File: src/rtl/feed_tick_decoder_pkg.sv
// Shared constants, byte codes and FSM encoding for the feed tick decoder.
package feed_tick_decoder_pkg;

    localparam int unsigned FRAME_LEN = 10;
    localparam int unsigned IDX_W     = 4;

    localparam logic [IDX_W-1:0] FIRST_BODY_IDX = IDX_W'(2);
    localparam logic [IDX_W-1:0] LAST_QTY_IDX   = IDX_W'(5);
    localparam logic [IDX_W-1:0] LAST_IDX       = IDX_W'(FRAME_LEN - 1);

    localparam logic [7:0] CODE_ADD    = 8'h41;
    localparam logic [7:0] CODE_CANCEL = 8'h58;
    localparam logic [7:0] CODE_BID    = 8'h42;
    localparam logic [7:0] CODE_ASK    = 8'h53;

    typedef enum logic [1:0] {
        ST_TYPE = 2'd0,
        ST_SIDE = 2'd1,
        ST_BODY = 2'd2,
        ST_DROP = 2'd3
    } state_t;

    function automatic logic is_type_code(input logic [7:0] b);
        return (b == CODE_ADD) || (b == CODE_CANCEL);
    endfunction

    function automatic logic is_side_code(input logic [7:0] b);
        return (b == CODE_BID) || (b == CODE_ASK);
    endfunction

endpackage

File: src/rtl/feed_tick_decoder_if.sv
// Byte-stream input and tick output bundle between feed source, decoder and book.
interface feed_tick_decoder_if #(
    parameter int unsigned QTY_W = 32,
    parameter int unsigned PX_W  = 32
);
    logic             s_valid;
    logic [7:0]       s_data;
    logic             s_last;
    logic             s_ready;
    logic             tick_valid;
    logic             tick_type;
    logic             tick_side;
    logic [QTY_W-1:0] tick_qty;
    logic [PX_W-1:0]  tick_price;

    modport master (
        output s_valid, s_data, s_last,
        input  s_ready, tick_valid, tick_type, tick_side, tick_qty, tick_price
    );

    modport slave (
        input  s_valid, s_data, s_last,
        output s_ready, tick_valid, tick_type, tick_side, tick_qty, tick_price
    );
endinterface

File: src/rtl/feed_tick_decoder_sat_counter.sv
// Saturating up-counter; holds at all-ones instead of wrapping.
module feed_tick_decoder_sat_counter #(
    parameter int unsigned W = 16
) (
    input  logic         clk,
    input  logic         rst_n,
    input  logic         inc,
    output logic [W-1:0] cnt
);

    always_ff @(posedge clk or negedge rst_n) begin
        if (!rst_n) begin
            cnt <= '0;
        end else if (inc && (cnt != '1)) begin
            cnt <= cnt + W'(1);
        end
    end

endmodule

File: src/rtl/feed_tick_decoder.sv
// Decodes fixed 10-byte binary feed frames into single-cycle book ticks;
// malformed frames are dropped and counted.
module feed_tick_decoder
    import feed_tick_decoder_pkg::*;
#(
    parameter int unsigned QTY_W = 32,
    parameter int unsigned PX_W  = 32,
    parameter int unsigned CNT_W = 16
) (
    input  logic                 clk,
    input  logic                 rst_n,
    feed_tick_decoder_if.slave   bus,
    output logic [CNT_W-1:0]     msg_cnt,
    output logic [CNT_W-1:0]     err_cnt
);

    state_t             state_q, state_d;
    logic [IDX_W-1:0]   idx_q, idx_d;
    logic [QTY_W-1:0]   qty_q, qty_d;
    logic [PX_W-1:0]    px_q, px_d;
    logic               type_q, type_d;
    logic               side_q, side_d;
    logic               tick_now;
    logic               msg_inc;
    logic               err_inc;

    // The decoder never backpressures; it only refuses bytes while held in reset.
    assign bus.s_ready = rst_n;

    always_ff @(posedge clk or negedge rst_n) begin
        if (!rst_n) begin
            state_q        <= ST_TYPE;
            idx_q          <= '0;
            qty_q          <= '0;
            px_q           <= '0;
            type_q         <= 1'b0;
            side_q         <= 1'b0;
            bus.tick_valid <= 1'b0;
            bus.tick_type  <= 1'b0;
            bus.tick_side  <= 1'b0;
            bus.tick_qty   <= '0;
            bus.tick_price <= '0;
        end else begin
            state_q        <= state_d;
            idx_q          <= idx_d;
            qty_q          <= qty_d;
            px_q           <= px_d;
            type_q         <= type_d;
            side_q         <= side_d;
            bus.tick_valid <= tick_now;
            if (tick_now) begin
                bus.tick_type  <= type_q;
                bus.tick_side  <= side_q;
                bus.tick_qty   <= qty_q;
                bus.tick_price <= px_d;
            end
        end
    end

    // Errors detected mid-frame that go through DROP are counted on the s_last byte,
    // so each bad frame bumps err_cnt exactly once at its terminating handshake.
    always_comb begin
        state_d  = state_q;
        idx_d    = idx_q;
        qty_d    = qty_q;
        px_d     = px_q;
        type_d   = type_q;
        side_d   = side_q;
        tick_now = 1'b0;
        msg_inc  = 1'b0;
        err_inc  = 1'b0;

        if (bus.s_valid) begin
            unique case (state_q)
                ST_TYPE: begin
                    qty_d = '0;
                    px_d  = '0;
                    idx_d = '0;
                    if (bus.s_last) begin
                        err_inc = 1'b1;
                    end else if (is_type_code(bus.s_data)) begin
                        type_d  = (bus.s_data == CODE_CANCEL);
                        state_d = ST_SIDE;
                    end else begin
                        state_d = ST_DROP;
                    end
                end
                ST_SIDE: begin
                    if (bus.s_last) begin
                        err_inc = 1'b1;
                        state_d = ST_TYPE;
                    end else if (is_side_code(bus.s_data)) begin
                        side_d  = (bus.s_data == CODE_BID);
                        idx_d   = FIRST_BODY_IDX;
                        state_d = ST_BODY;
                    end else begin
                        state_d = ST_DROP;
                    end
                end
                ST_BODY: begin
                    idx_d = idx_q + IDX_W'(1);
                    if (idx_q <= LAST_QTY_IDX) begin
                        qty_d = {qty_q[QTY_W-9:0], bus.s_data};
                    end else begin
                        px_d = {px_q[PX_W-9:0], bus.s_data};
                    end
                    if (idx_q == LAST_IDX) begin
                        idx_d = '0;
                        if (!bus.s_last) begin
                            state_d = ST_DROP;
                        end else begin
                            state_d = ST_TYPE;
                            if (qty_q == '0) begin
                                err_inc = 1'b1;
                            end else begin
                                tick_now = 1'b1;
                                msg_inc  = 1'b1;
                            end
                        end
                    end else if (bus.s_last) begin
                        err_inc = 1'b1;
                        idx_d   = '0;
                        state_d = ST_TYPE;
                    end
                end
                ST_DROP: begin
                    if (bus.s_last) begin
                        err_inc = 1'b1;
                        state_d = ST_TYPE;
                    end
                end
                default: state_d = ST_TYPE;
            endcase
        end
    end

    feed_tick_decoder_sat_counter #(.W(CNT_W)) u_msg_cnt (
        .clk   (clk),
        .rst_n (rst_n),
        .inc   (msg_inc),
        .cnt   (msg_cnt)
    );

    feed_tick_decoder_sat_counter #(.W(CNT_W)) u_err_cnt (
        .clk   (clk),
        .rst_n (rst_n),
        .inc   (err_inc),
        .cnt   (err_cnt)
    );

endmodule
File: src/flat_wrapper.sv
// flat-port wrapper written by rule: the top's interface ports become plain ports
module feed_tick_decoder_flat import feed_tick_decoder_pkg::*;
#(
    parameter int unsigned QTY_W = 32,
    parameter int unsigned PX_W  = 32,
    parameter int unsigned CNT_W = 16
)
  (clk, rst_n, msg_cnt, err_cnt, bus_s_valid, bus_s_data, bus_s_last, bus_s_ready, bus_tick_valid, bus_tick_type, bus_tick_side, bus_tick_qty, bus_tick_price);
  feed_tick_decoder_if #(.QTY_W(QTY_W), .PX_W(PX_W)) bus_i ();
  input  logic clk;
  input  logic rst_n;
  output logic [CNT_W-1:0] msg_cnt;
  output logic [CNT_W-1:0] err_cnt;
  input wire logic [$bits(bus_i.s_valid)-1:0] bus_s_valid;
  input wire logic [$bits(bus_i.s_data)-1:0] bus_s_data;
  input wire logic [$bits(bus_i.s_last)-1:0] bus_s_last;
  output wire logic [$bits(bus_i.s_ready)-1:0] bus_s_ready;
  output wire logic [$bits(bus_i.tick_valid)-1:0] bus_tick_valid;
  output wire logic [$bits(bus_i.tick_type)-1:0] bus_tick_type;
  output wire logic [$bits(bus_i.tick_side)-1:0] bus_tick_side;
  output wire logic [$bits(bus_i.tick_qty)-1:0] bus_tick_qty;
  output wire logic [$bits(bus_i.tick_price)-1:0] bus_tick_price;
  assign bus_i.s_valid = bus_s_valid;
  assign bus_i.s_data = bus_s_data;
  assign bus_i.s_last = bus_s_last;
  assign bus_s_ready = bus_i.s_ready;
  assign bus_tick_valid = bus_i.tick_valid;
  assign bus_tick_type = bus_i.tick_type;
  assign bus_tick_side = bus_i.tick_side;
  assign bus_tick_qty = bus_i.tick_qty;
  assign bus_tick_price = bus_i.tick_price;
  feed_tick_decoder #(.QTY_W(QTY_W), .PX_W(PX_W), .CNT_W(CNT_W)) u_core (.clk(clk), .rst_n(rst_n), .bus(bus_i), .msg_cnt(msg_cnt), .err_cnt(err_cnt));
endmodule
File: config.mk
export PLATFORM = sky130hd
export DESIGN_NAME = feed_tick_decoder_flat
export DESIGN_NICKNAME = d
export VERILOG_FILES = /design/src/rtl/feed_tick_decoder_pkg.sv /design/src/rtl/feed_tick_decoder_if.sv /design/src/rtl/feed_tick_decoder_sat_counter.sv /design/src/rtl/feed_tick_decoder.sv /design/src/flat_wrapper.sv
export SDC_FILE = /design/constraint.sdc
export NUM_CORES = 1
export LEC_CHECK = 0
export CAP_MARGIN = 25
export CORE_MARGIN = 2
export CORE_UTILIZATION = 54
export DETAILED_ROUTE_END_ITERATION = 16
export PLACE_DENSITY = 0.77
export SETUP_SLACK_MARGIN = 0.5
export SKIP_CTS_REPAIR_TIMING = 1
export SYNTH_ARGS = -nofsm -noshare
export SYNTH_HDL_FRONTEND = slang
export SYNTH_HIERARCHICAL = 1
export SYNTH_SLANG_ARGS = --single-unit
File: constraint.sdc
create_clock -name clk -period 2.7 [get_ports clk]
set_input_delay 0.675 -clock clk [delete_from_list [all_inputs] [get_ports clk]]
set_output_delay 0.675 -clock clk [all_outputs]
set_load 0.1 [all_outputs]
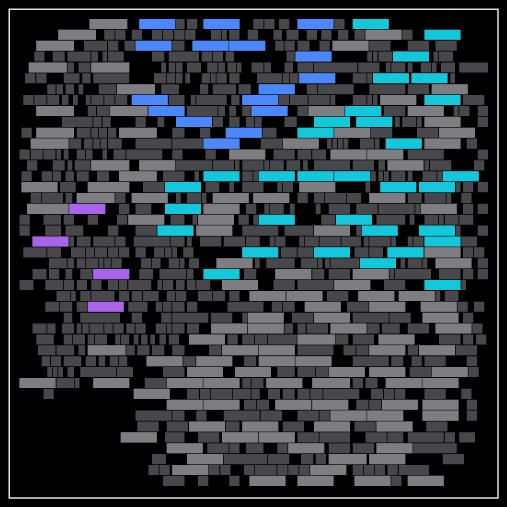
*Register map, names as in the netlist, run 1*
(4 px per um)
legend:
  u_core/idx_q:
    color: purple
    placed_flops: 4
    where: middle left
  u_core/u_err_cnt/cnt:
    color: blue
    placed_flops: 16
    where: top center
  u_core/px_q:
    color: cyan
    placed_flops: 32
not colored: 119

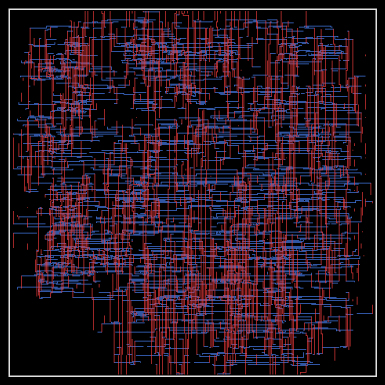
*Signal wires by layer, run 1*
(3 px per um) Two of the layers only.
legend:
  met2:
    color: red
    wire_length: 9000 um
  met1:
    color: blue
    wire_length: 8180 um

==> flow_summary.ini, run 1 <==
; generated from flow reports
[run_status]
status = finished clean

[final_timing]
fmax_ghz = 0.421
holdWs_ns = 0.0705
slew_viol_final = 0
fin_worst_skew_ns = 0.00737
hold_violations = 0
worstMarginPinSlew_ns = 0.785
fin_crit_ns = 2.38
slew_headroom_pct = 47.7
fin_tns_setup_ns = 0
timing.final.ws_setup_ns = 0.324
setup_viol = 0

[logic_synthesis]
ff_type = dfrtp_1
area_leaders = dfrtp_1 57%, mux2_2 10%, mux2i_1 4.4%
xor_share_pct = 2.22
top_cell_area_share_pct = 57.1
ys_top_cells_by_count = 171 x dfrtp_1, 68 x mux2_2, 45 x nand2_1
ys_warn_count = 6
edf_count = 0
syn-instance-count = 593
async_flop_share_pct = 100
synth_stat.cells = 593
syn_avg_cell_area_sq_um = 12.6
ys_area_sq_mm = 0.00749
ys_ff = 171
ys_sh_adder_pct = 1.84
synthesis.nets = 616
mux_share_pct = 15.0
most_common_cell = dfrtp_1
synth.logic.top_family = multiplexers
yosys.area_share.simple_pct = 12.0
syn-cell-area_sq_mm = 0.00749
ys_sh_aoi_pct = 8.50

[finish]
clk_share_pct = 5.97
logic_area_sq_mm = 0.00338
clock_buffers = 22
n_antenna_cell = 0
area_delta_synth_final_pct = 34.8
seq_area_sq_mm = 0.00431
fillers = 856
logic_gates = 362
layout-drive-gt1-share_pct = 41.4
design_area_sq_mm = 0.0101
buffers = 163
layout_top_cells = 151 x dfrtp_1, 134 x buf_4, 65 x mux2_4
nets = 773
seq_share_pct = 42.7
seq_cell_count = 171
inverters = 35
layout_top_cell = dfrtp_1
sh_comb_area_pct = 33.4
largest_class = registers

[job]
warnings = 35
max_cap_viol_count = 0

[grt]
overflow = 0
grt_start_max_net_pins = 67
met3_usage_pct = 6.32
grt_pass1_wl_um = 26200
met2_usage_pct = 35.6
antenna_found_initial = 0
grt_pass1_vias = 5119
grt_busiest_layer = met2
grt_use_met1_pct = 31.1

[worst_setup_path]
crit_path_end_kind = register
required_ns = 3.00
cp.buffers_inverters = 0
path_class = register to register
r2r_start = u_core/qty_q[24]
worstPathCellList = nor4_4 -> nand4_1 -> o211ai_1 -> and3_4 -> nand2_1 -> nor3_4 -> nand4_1 -> xnor2_1
path_depth = 8
cp_common_cell = nand4_1
reg2reg_to = u_core/u_err_cnt/cnt[10]
rr_worst_depth = 8
cp-endpoint = u_core/u_err_cnt/cnt[10]
crit_fanout = 5
slowest_delay_ns = 0.43
cpMaxStageDelayCell = dfrtp_1
startpoint = u_core/qty_q[24]
reg2reg_slack_ns = 0.32
worstSetupStartpointType = register

[floorplan]
core_area_sq_mm = 0.0137
die_height_um = 122
rows = 43
well_tap_count = 180
die_w_um = 122
io_pins = 112

[detailed_routing]
drtIter0Drc = 436
wl_met3_um = 864
detail_route.wl_per_cell_um = 19.5
met1Wirelength_um = 8180
drt-total-wl_um = 18400
drt-vias-per-instance = 5.79
wl_met2_um = 9000
drcViolationCount = 0

[place]
place_ws_ns = 0.0497
dp_hpwl_um = 11200
gp_congestion = 0.868
numPlacedInstances = 884
port_buffers = 111

[power]
power.leakage_nw = 5.27
intPower_mw = 4.96
p_clk_mw = 2.48
p_sw_share_pct = 32.0
pg_seq_mw = 3.16
p_comb_mw = 1.65
peakVddDrop_mv = 0.442
power_density_mw_per_mm2 = 722
p_clk_share_pct = 34.0
fin_total_pwr_mw = 7.29
power_leader = sequential cells
p_seq_share_pct = 43.3
switchingPower_mw = 2.33
combPwrFrac_pct = 22.6

[clocking]
cts-root-buf = clkbuf_16
cts_tree = done
htreeDepth = 4
numCtsBuffers = 17
clockBufferDepth = 2
clock_latency_ns = 0.42
path_clk_slew_ns = 0.06
cts_sinks = 171
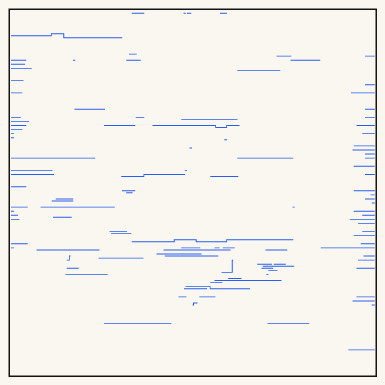
*Met3 routing, run 1*
(3 px per um)
nets with wire on the layer: 95
longest straight run: 27.8 um
wire length on this layer: 864 um
main direction: horizontal
share of all routed wire: 4.7%

==> run 2, diff against run 1 <==
--- a/config.mk
+++ b/config.mk
@@ -5,7 +5,6 @@
 export SDC_FILE = /design/constraint.sdc
 export NUM_CORES = 1
 export LEC_CHECK = 0
-export CAP_MARGIN = 25
 export CORE_MARGIN = 2
 export CORE_UTILIZATION = 54
 export DETAILED_ROUTE_END_ITERATION = 16
@@ -16,3 +15,4 @@
 export SYNTH_HDL_FRONTEND = slang
 export SYNTH_HIERARCHICAL = 1
 export SYNTH_SLANG_ARGS = --single-unit
+export TNS_END_PERCENT = 1
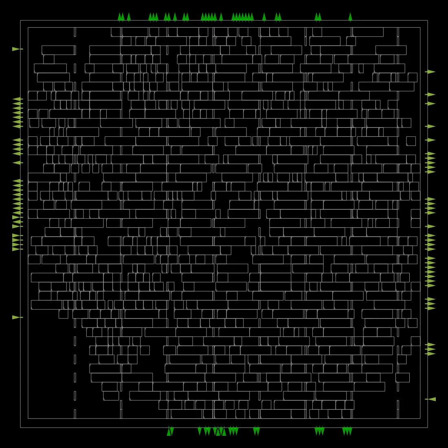
*Cell placement, run 2*
CORE AREA: 0.0137 sq mm
flop count: 171
# fillers: 997
Tapcell Cnt: 180
flop share of the area: 45.8%

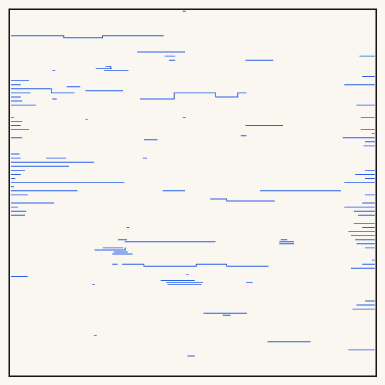
*Met3 routing, run 2*
(3 px per um)
share of all routed wire: 5.1%
main direction: horizontal
wire length on this layer: 834 um
longest straight run: 37.5 um

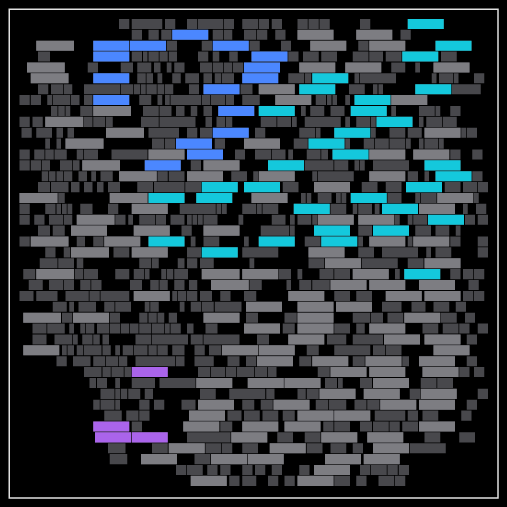
*Register map, names as in the netlist, run 2*
(4 px per um)
legend:
  u_core/idx_q:
    color: purple
    placed_flops: 4
    where: lower left
  u_core/px_q:
    color: cyan
    placed_flops: 32
  u_core/u_err_cnt/cnt:
    color: blue
    placed_flops: 16

==> flow_summary.ini, run 2 <==
; generated from flow reports
[final_timing]
fin_worst_skew_ns = 0.00747
slew_viol_final = 0
setup_viol = 0
fmax_ghz = 0.404
hold_violations = 0

[place]
dp_hpwl_um = 11100
place_ws_ns = 0.0815

[worst_setup_path]
slowest_delay_ns = 0.42
reg2reg_to = u_core/u_err_cnt/cnt[15]
cp-endpoint = u_core/u_err_cnt/cnt[15]
worstPathCellList = nor4_2 -> nand4_1 -> o211ai_1 -> and3_4 -> nand4_1 -> nor4_4 -> and4b_1 -> a21oi_1
cp.buffers_inverters = 0
rr_worst_depth = 8
path_depth = 8
startpoint = u_core/qty_q[5]
required_ns = 3.01
crit_path_end_kind = register
reg2reg_slack_ns = 0.23

[detailed_routing]
wl_met3_um = 834
drt-total-wl_um = 16300
drt-vias-per-instance = 5.75
drtIter0Drc = 429

[logic_synthesis]
ys_area_sq_mm = 0.00749
synth.logic.top_family = multiplexers
top_cell_area_share_pct = 57.1
edf_count = 0
area_leaders = dfrtp_1 57%, mux2_2 10%, mux2i_1 4.4%
synthesis.nets = 616
yosys.area_share.simple_pct = 12.0
xor_share_pct = 2.22
mux_share_pct = 15.0
syn-instance-count = 593
ys_warn_count = 6

[power]
fin_total_pwr_mw = 7.00
switchingPower_mw = 2.28
p_sw_share_pct = 32.6
p_seq_share_pct = 45.0
power.leakage_nw = 4.80

[clocking]
numCtsBuffers = 17
clock_latency_ns = 0.42
htreeDepth = 4
path_clk_slew_ns = 0.06

[finish]
nets = 748
inverters = 35
n_antenna_cell = 0
buffers = 138
seq_area_sq_mm = 0.00430
clk_share_pct = 5.89
largest_class = registers
layout_top_cells = 153 x dfrtp_1, 123 x buf_4, 68 x mux2_2
clock_buffers = 21
design_area_sq_mm = 0.00939
logic_area_sq_mm = 0.00306

[run_status]
status = finished clean

[grt]
antenna_found_initial = 0
overflow = 0
grt_use_met1_pct = 31.3
grt_start_max_net_pins = 90
grt_pass1_wl_um = 26400
grt_busiest_layer = met2

[job]
max_cap_viol_count = 0

[floorplan]
io_pins = 112
